registers.png
(4 px per um) Other sequential cells in the stronger grey, the rest of the logic in the fainter grey.
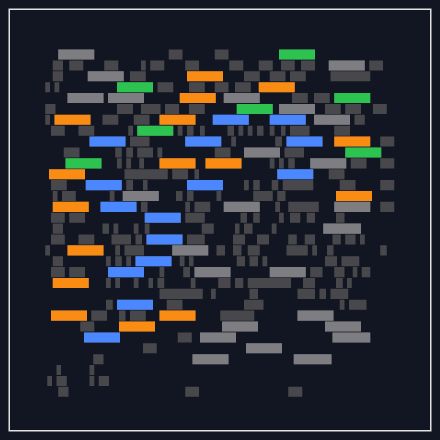
final_placement.png
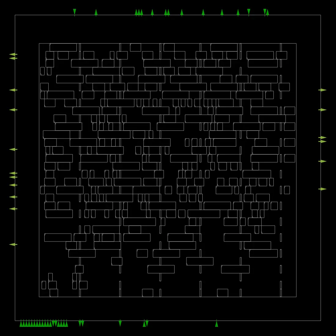
drive_strength.png
(4 px per um)
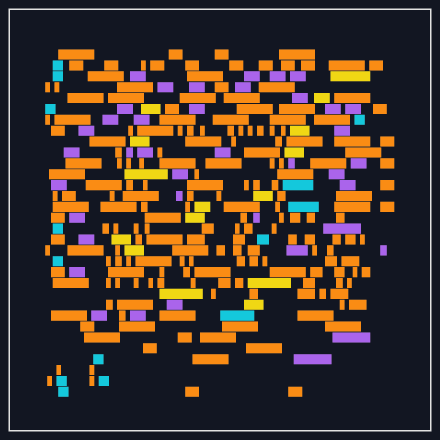
<file path="config.mk">
export PLATFORM = sky130hd
export DESIGN_NAME = spi_command_receiver
export DESIGN_NICKNAME = d
export VERILOG_FILES = /design/src/rtl/mms_spi_pkg.sv /design/src/rtl/spi_sync_edge.sv /design/src/rtl/spi_command_receiver.sv
export SDC_FILE = /design/constraint.sdc
export NUM_CORES = 1
export LEC_CHECK = 0
export CELL_PAD_IN_SITES_DETAIL_PLACEMENT = 1
export CELL_PAD_IN_SITES_GLOBAL_PLACEMENT = 2
export CORE_MARGIN = 8
export CORE_UTILIZATION = 33
export DETAILED_ROUTE_END_ITERATION = 10
export GPL_TIMING_DRIVEN = 0
export HOLD_SLACK_MARGIN = 0.03
export PLACE_DENSITY = 0.74
export SLEW_MARGIN = 20
export SYNTH_ARGS = -nofsm -noshare
export SYNTH_HDL_FRONTEND = slang
export SYNTH_SLANG_ARGS = --single-unit
</file>
<file path="constraint.sdc">
create_clock -name i_clock -period 2.4 [get_ports i_clock]
set_input_delay 0.72 -clock i_clock [delete_from_list [all_inputs] [get_ports i_clock]]
set_output_delay 0.72 -clock i_clock [all_outputs]
set_load 0.05 [all_outputs]
</file>
<file path="src/rtl/mms_spi_pkg.sv">
// rtl/mms_spi_pkg.sv - frame layout constants and FSM encoding for the SPI command receiver
package mms_spi_pkg;

  localparam int FRAME_W = 24;
  localparam int CMD_W   = 8;
  localparam int RW_BIT  = 23;
  localparam int CNT_W   = 5;

  localparam logic [1:0] IDLE = 2'd0;
  localparam logic [1:0] CMD  = 2'd1;
  localparam logic [1:0] DATA = 2'd2;
  localparam logic [1:0] DONE = 2'd3;

  typedef enum logic [1:0] {
    S_IDLE = IDLE,
    S_CMD  = CMD,
    S_DATA = DATA,
    S_DONE = DONE
  } spi_state_t;

endpackage

</file>
<file path="src/rtl/spi_sync_edge.sv">
// rtl/spi_sync_edge.sv - pad input synchronizer with rise/fall pulses one flop after the level
module spi_sync_edge #(
  parameter int   SYNC_DEPTH = 2,
  parameter logic RESET_VAL  = 1'b0
) (
  input  logic i_clock,
  input  logic i_reset_n,
  input  logic i_din,
  output logic o_level,
  output logic o_rise,
  output logic o_fall
);

  logic [SYNC_DEPTH-1:0] r_sync;
  logic                  r_prev;

  always_ff @(posedge i_clock or negedge i_reset_n) begin
    if (!i_reset_n) begin
      r_sync <= {SYNC_DEPTH{RESET_VAL}};
      r_prev <= RESET_VAL;
    end else begin
      r_sync <= {r_sync[SYNC_DEPTH-2:0], i_din};
      r_prev <= r_sync[SYNC_DEPTH-1];
    end
  end

  assign o_level = r_sync[SYNC_DEPTH-1];
  assign o_rise  = r_sync[SYNC_DEPTH-1] & ~r_prev;
  assign o_fall  = ~r_sync[SYNC_DEPTH-1] & r_prev;

endmodule

</file>
<file path="src/rtl/spi_command_receiver.sv">
// rtl/spi_command_receiver.sv - SPI mode-0 slave turning 24-bit frames into register strobes
// Readback path (rd_en/rd_addr/miso) is built only when SPI_READBACK_EN is defined.
module spi_command_receiver
  import mms_spi_pkg::*;
#(
  parameter int ADDR_W     = 7,
  parameter int DATA_W     = 16,
  parameter int SYNC_DEPTH = 2
) (
  input  logic              i_clock,
  input  logic              i_reset_n,
  input  logic              i_sclk,
  input  logic              i_mosi,
  input  logic              i_ss_n,
  output logic              o_miso,
  output logic              o_wr_en,
  output logic [ADDR_W-1:0] o_wr_addr,
  output logic [DATA_W-1:0] o_wr_data,
  output logic              o_rd_en,
  output logic [ADDR_W-1:0] o_rd_addr,
  input  logic [DATA_W-1:0] i_rd_data,
  output logic              o_busy,
  output logic              o_frame_error
);

  localparam int               RW_IDX    = RW_BIT - (FRAME_W - CMD_W);
  localparam logic [CNT_W-1:0] LAST_CMD  = CNT_W'(CMD_W - 1);
  localparam logic [CNT_W-1:0] LAST_BIT  = CNT_W'(FRAME_W - 1);
  localparam logic [CNT_W-1:0] FIRST_DAT = CNT_W'(CMD_W);

  logic w_sclk_rise, w_sclk_fall, w_mosi, w_ss_rise, w_ss_fall;
  logic w_sclk_unused_lvl, w_ss_unused_lvl, w_mosi_unused_rise, w_mosi_unused_fall;

  spi_sync_edge #(.SYNC_DEPTH(SYNC_DEPTH), .RESET_VAL(1'b0)) u_sync_sclk (
    .i_clock(i_clock), .i_reset_n(i_reset_n), .i_din(i_sclk),
    .o_level(w_sclk_unused_lvl), .o_rise(w_sclk_rise), .o_fall(w_sclk_fall)
  );

  spi_sync_edge #(.SYNC_DEPTH(SYNC_DEPTH), .RESET_VAL(1'b0)) u_sync_mosi (
    .i_clock(i_clock), .i_reset_n(i_reset_n), .i_din(i_mosi),
    .o_level(w_mosi), .o_rise(w_mosi_unused_rise), .o_fall(w_mosi_unused_fall)
  );

  spi_sync_edge #(.SYNC_DEPTH(SYNC_DEPTH), .RESET_VAL(1'b1)) u_sync_ss (
    .i_clock(i_clock), .i_reset_n(i_reset_n), .i_din(i_ss_n),
    .o_level(w_ss_unused_lvl), .o_rise(w_ss_rise), .o_fall(w_ss_fall)
  );

  spi_state_t        r_state, w_state_nxt;
  logic [CNT_W-1:0]  r_bit_cnt;
  logic [DATA_W-2:0] r_shift;
  logic              r_rw;
  logic [ADDR_W-1:0] r_addr;
  logic              r_wr_en, r_frame_error;
  logic [ADDR_W-1:0] r_wr_addr;
  logic [DATA_W-1:0] r_wr_data;
  logic [CMD_W-1:0]  w_cmd;
  logic              w_start, w_take_bit, w_cmd_done, w_frame_done, w_abort;

  assign w_cmd = {r_shift[CMD_W-2:0], w_mosi};

  always_ff @(posedge i_clock or negedge i_reset_n) begin
    if (!i_reset_n) r_state <= S_IDLE;
    else            r_state <= w_state_nxt;
  end

  // A detected ss_n rise wins over any sclk edge in the same cycle.
  always_comb begin
    w_state_nxt  = r_state;
    w_start      = 1'b0;
    w_take_bit   = 1'b0;
    w_cmd_done   = 1'b0;
    w_frame_done = 1'b0;
    w_abort      = 1'b0;
    unique case (r_state)
      S_IDLE: begin
        if (w_ss_fall) begin
          w_state_nxt = S_CMD;
          w_start     = 1'b1;
        end
      end
      S_CMD: begin
        if (w_ss_rise) begin
          w_state_nxt = S_IDLE;
          w_abort     = 1'b1;
        end else if (w_sclk_rise) begin
          w_take_bit = 1'b1;
          if (r_bit_cnt == LAST_CMD) begin
            w_state_nxt = S_DATA;
            w_cmd_done  = 1'b1;
          end
        end
      end
      S_DATA: begin
        if (w_ss_rise) begin
          w_state_nxt = S_IDLE;
          w_abort     = 1'b1;
        end else if (w_sclk_rise) begin
          w_take_bit = 1'b1;
          if (r_bit_cnt == LAST_BIT) begin
            w_state_nxt  = S_DONE;
            w_frame_done = 1'b1;
          end
        end
      end
      S_DONE: begin
        if (w_ss_rise) w_state_nxt = S_IDLE;
      end
      default: w_state_nxt = S_IDLE;
    endcase
  end

  always_ff @(posedge i_clock or negedge i_reset_n) begin
    if (!i_reset_n) begin
      r_bit_cnt     <= '0;
      r_shift       <= '0;
      r_rw          <= 1'b0;
      r_addr        <= '0;
      r_wr_en       <= 1'b0;
      r_wr_addr     <= '0;
      r_wr_data     <= '0;
      r_frame_error <= 1'b0;
    end else begin
      r_wr_en       <= 1'b0;
      r_frame_error <= w_abort;
      if (w_start) begin
        r_bit_cnt <= '0;
        r_shift   <= '0;
        r_rw      <= 1'b0;
      end else if (w_take_bit) begin
        r_bit_cnt <= r_bit_cnt + 1'b1;
        r_shift   <= {r_shift[DATA_W-3:0], w_mosi};
      end
      if (w_cmd_done) begin
        r_rw   <= w_cmd[RW_IDX];
        r_addr <= w_cmd[ADDR_W-1:0];
      end
      if (w_frame_done && !r_rw) begin
        r_wr_en   <= 1'b1;
        r_wr_addr <= r_addr;
        r_wr_data <= {r_shift, w_mosi};
      end
    end
  end

  assign o_wr_en       = r_wr_en;
  assign o_wr_addr     = r_wr_addr;
  assign o_wr_data     = r_wr_data;
  assign o_frame_error = r_frame_error;
  assign o_busy        = (r_state != S_IDLE);

`ifdef SPI_READBACK_EN
  logic              r_rd_en, r_rd_pend;
  logic [ADDR_W-1:0] r_rd_addr;
  logic [DATA_W-1:0] r_tx;
  logic              w_rd_req, w_tx_shift;

  assign w_rd_req = w_cmd_done & w_cmd[RW_IDX];
  // The first data bit is presented from the load; shifting starts only after the master has sampled it.
  assign w_tx_shift = (r_state == S_DATA) && r_rw && w_sclk_fall && (r_bit_cnt > FIRST_DAT);

  always_ff @(posedge i_clock or negedge i_reset_n) begin
    if (!i_reset_n) begin
      r_rd_en   <= 1'b0;
      r_rd_pend <= 1'b0;
      r_rd_addr <= '0;
      r_tx      <= '0;
    end else begin
      r_rd_en   <= w_rd_req;
      r_rd_pend <= r_rd_en;
      if (w_rd_req) r_rd_addr <= w_cmd[ADDR_W-1:0];
      if (w_start)         r_tx <= '0;
      else if (r_rd_pend)  r_tx <= i_rd_data;
      else if (w_tx_shift) r_tx <= {r_tx[DATA_W-2:0], 1'b0};
    end
  end

  assign o_rd_en   = r_rd_en;
  assign o_rd_addr = r_rd_addr;
  assign o_miso    = o_busy & r_rw & r_tx[DATA_W-1];
`else
  logic w_unused_rb;
  assign w_unused_rb = ^{i_rd_data, w_sclk_fall};
  assign o_rd_en     = 1'b0;
  assign o_rd_addr   = '0;
  assign o_miso      = 1'b0;
`endif

endmodule

</file>
==> flow_metrics.py <==
# Synthesis and PnR figures
metrics = {
    "worst_setup_path": {
        "crit_start": "o_wr_data[7]",
        "path_delay_family": "buffers and inverters",
        "worst-path-buf-inv": 1,
        "required_ns": 1.68,
        "crit_path_end_kind": "output pin",
        "worstReg2RegStart": "r_bit_cnt[0]",
        "crit_chain": "clkdlybuf4s50_1",
        "crit-reg2reg-capture": "o_wr_data[11]",
        "path_class": "reg -> out",
        "crit_path_max_incr_delay_ns": 0.81,
        "cp_slowest_cell": "clkdlybuf4s50_1",
        "path_max_fanout": 2,
    },
    "final_timing": {
        "worstMarginPinSlew_ns": 0.6802,
        "hold_viol_final": 0,
        "skew_ns": 0.006748,
        "maxSlewViolCount": 0,
        "setup-violations-final": 0,
        "finalCritPeriodShare_pct": 92.54,
    },
    "clock_tree": {
        "htree_levels": 3,
        "cts_tree": "built",
        "numCtsBuffers": 9,
        "clock_sinks": 63,
        "ctsHoldBuffers": 0,
        "postCtsSetupRepairBufs": 0,
        "root_buffer": "clkbuf_8",
    },
    "synthesis": {
        "top_logic_kind": "multiplexers",
        "yosysSeqAreaShare_pct": 60.49,
        "yosysChipArea_um2": 2613,
        "ys_ff": 63,
        "syn-cell-area_um2": 2613,
        "synthSimpleGateAreaFrac_pct": 12.02,
        "synth_adder_area_share_pct": 2.395,
        "yosys_cells": 206,
        "yosys_warnings": 0,
        "flop_cell": "dfrtp_1",
    },
    "pwr": {
        "vdd_ir_drop_max_mv": 0.3057,
        "power.density_nw_per_um2": 784.5,
        "p_leak_nw": 1.562,
        "total_power_mw": 2.610,
    },
    "flow_run": {
        "cap_violations": 0,
        "tool_warnings": 45,
    },
    "routing": {
        "ant_nets": 0,
        "drt_wl_total_um": 5479,
    },
    "global_route": {
        "grt_overflow": 0,
        "grt_pass1_vias": 1836,
        "grt_max_degree": 48,
        "grt_pass1_wl_um": 9246,
        "antenna_found_initial": 0,
    },
    "finish": {
        "layout-drive-gt1-share_pct": 26.05,
        "area_growth_pct": 27.35,
        "final_nets": 282,
    },
    "placed_design": {
        "dpl-instance-area_um2": 3095,
        "finalWeightedCongestion": 0.6942,
    },
    "worst_hold_path": {
        "min_path_type": "in -> async",
    },
    "floorplanning": {
        "fp.dieH_um": 105.0,
        "io_pins": 56,
        "die_w_um": 105.0,
        "initial_core_util_pct": 33.98,
        "die_area_um2": 11020,
    },
    "outcome": {
        "status": "finished clean",
    },
}
## Picture notes: registers.png
green -> o_wr_addr  # sequential cells 7
orange -> o_wr_data  # sequential cells 16
blue -> r_shift  # sequential cells 15
not coloured = 25

## Picture notes: final_placement.png
# Taps: 102
Site Rows: 32
Layout Utilization: 43.28%
Seq cells: 63

## Picture notes: drive_strength.png
purple -> drive 2  # cells 39, share 15%
orange -> drive 1 or less  # cells 193, share 74%
cyan -> drive 3 to 4  # cells 14, share 5.4%
yellow -> drive 6 and up  # cells 15, share 5.7%

-- cell usage in the layout (no fill, tap or decap), types with 3 or more instances in the layout --
master and instances:
xor2_1 3, nand2_1 33, nand2b_1 3, dfrtp_1 60
and3_1 3, nor2b_1 3, nor2_1 4, inv_1 4
ha_1 5, nand4_1 3, o21ai_0 3, conb_1 9
clkbuf_8 9, mux2_2 30, a21oi_1 17, dfstp_2 3
bufinv_16 3, clkdlybuf4s50_1 28, clkbuf_1 5, buf_4 10
-- layout make-up --
type	count	area [um^2]
sequential	63	1580
clock inverter	6	108.9
inverter	4	15.01
timing repair buffer	31	320.3
multi-input combinational	130	932.1
tap	102	127.6
buffer	17	115.1
clock buffer	10	127.6
fill	825	4360
-- synth_stat cells, drive strengths merged, types with 2 or more instances --
master / count / area, um^2
xor2: 3 / 26.28
buf: 13 / 100.1
ha: 5 / 62.56
dfrtp: 60 / 1501
nor2b: 3 / 18.77
clkbuf: 4 / 15.01
a21oi: 17 / 85.08
nand4: 3 / 18.77
dfstp: 3 / 78.83
inv: 4 / 15.01
nand2: 33 / 123.9
nor4: 2 / 42.54
nand2b: 3 / 18.77
nor3b: 2 / 15.01
mux2: 30 / 337.8
and3: 3 / 18.77
nor2: 4 / 15.01
o21ai: 3 / 15.01
-- state kept, by name (all words and copies together) (netlist names) --
signal              flops
r_shift                15
u_sync_sclk.r_sync      2
r_addr                  7
u_sync_sclk.r_prev      1
r_bit_cnt               5
r_state                 2
u_sync_ss.r_prev        1
r_rw                    1
o_wr_en                 1
u_sync_ss.r_sync        2
u_sync_mosi.r_sync      2
o_frame_error           1
o_wr_data              16
o_wr_addr               7
-- metal layers --
| layer | up-vias | global-route usage, % | share of wire, % |
|---|---|---|---|
| met5 | - | 0 | 0 |
| met4 | 0 | 5.505 | 1.8 |
| met3 | 9 | 2.887 | 3.3 |
| met2 | 25 | 16.11 | 49 |
| met1 | 866 | 12.92 | 46 |
| li1 | 784 | - | - |
-- per-stage QoR --
step / setup WS (ns) / util (%) / TNS (ns) / std cells / hold WS (ns)
final: 0.1789 / 43.28 / 0 / 363 / 0.2535
after global routing: 0.1146 / 43.28 / 0 / 363 / 0.2535
after CTS: 0.02462 / 43.33 / 0 / 363 / 0.2448
after detailed placement: 0.1233 / 40.27 / 0 / 347 / 0.3410
after global placement: -1.567 / 39.94 / -96.31 / 346 / 0.3344
after floorplan: 0.5901 / - / 0 / 214 / 0.3312
-- report_power, final --
group | internal (mW) | switching [mW] | total, mW | leakage, nW
Combinational | 0.111 | 0.236 | 0.347 | 0.588
Sequential | 1.11 | 0.0454 | 1.15 | 0.853
Clock | 0.689 | 0.419 | 1.11 | 0.120
Total | 1.91 | 0.701 | 2.61 | 1.56
-- worst max-delay path by stage --
stage / to / slack, ns / depth (start not counted)
finish: o_wr_data[7] / 0.18 / 1
global route: o_wr_addr[0] / 0.11 / 1
floorplan: o_wr_addr[0] / 0.59 / 5
detailed placement: o_busy / 0.12 / 4
global placement: o_wr_data[11] / -1.57 / 1
CTS: o_busy / 0.02 / 4
-- repair_timing --
action / 4_1_cts / 5_1_grt
setup endpoints to repair: 1 / 1
cloned: 0 / 0
gates resized: 1 / 2
Power figures rest on the tool's default switching activity, not on a simulated workload.
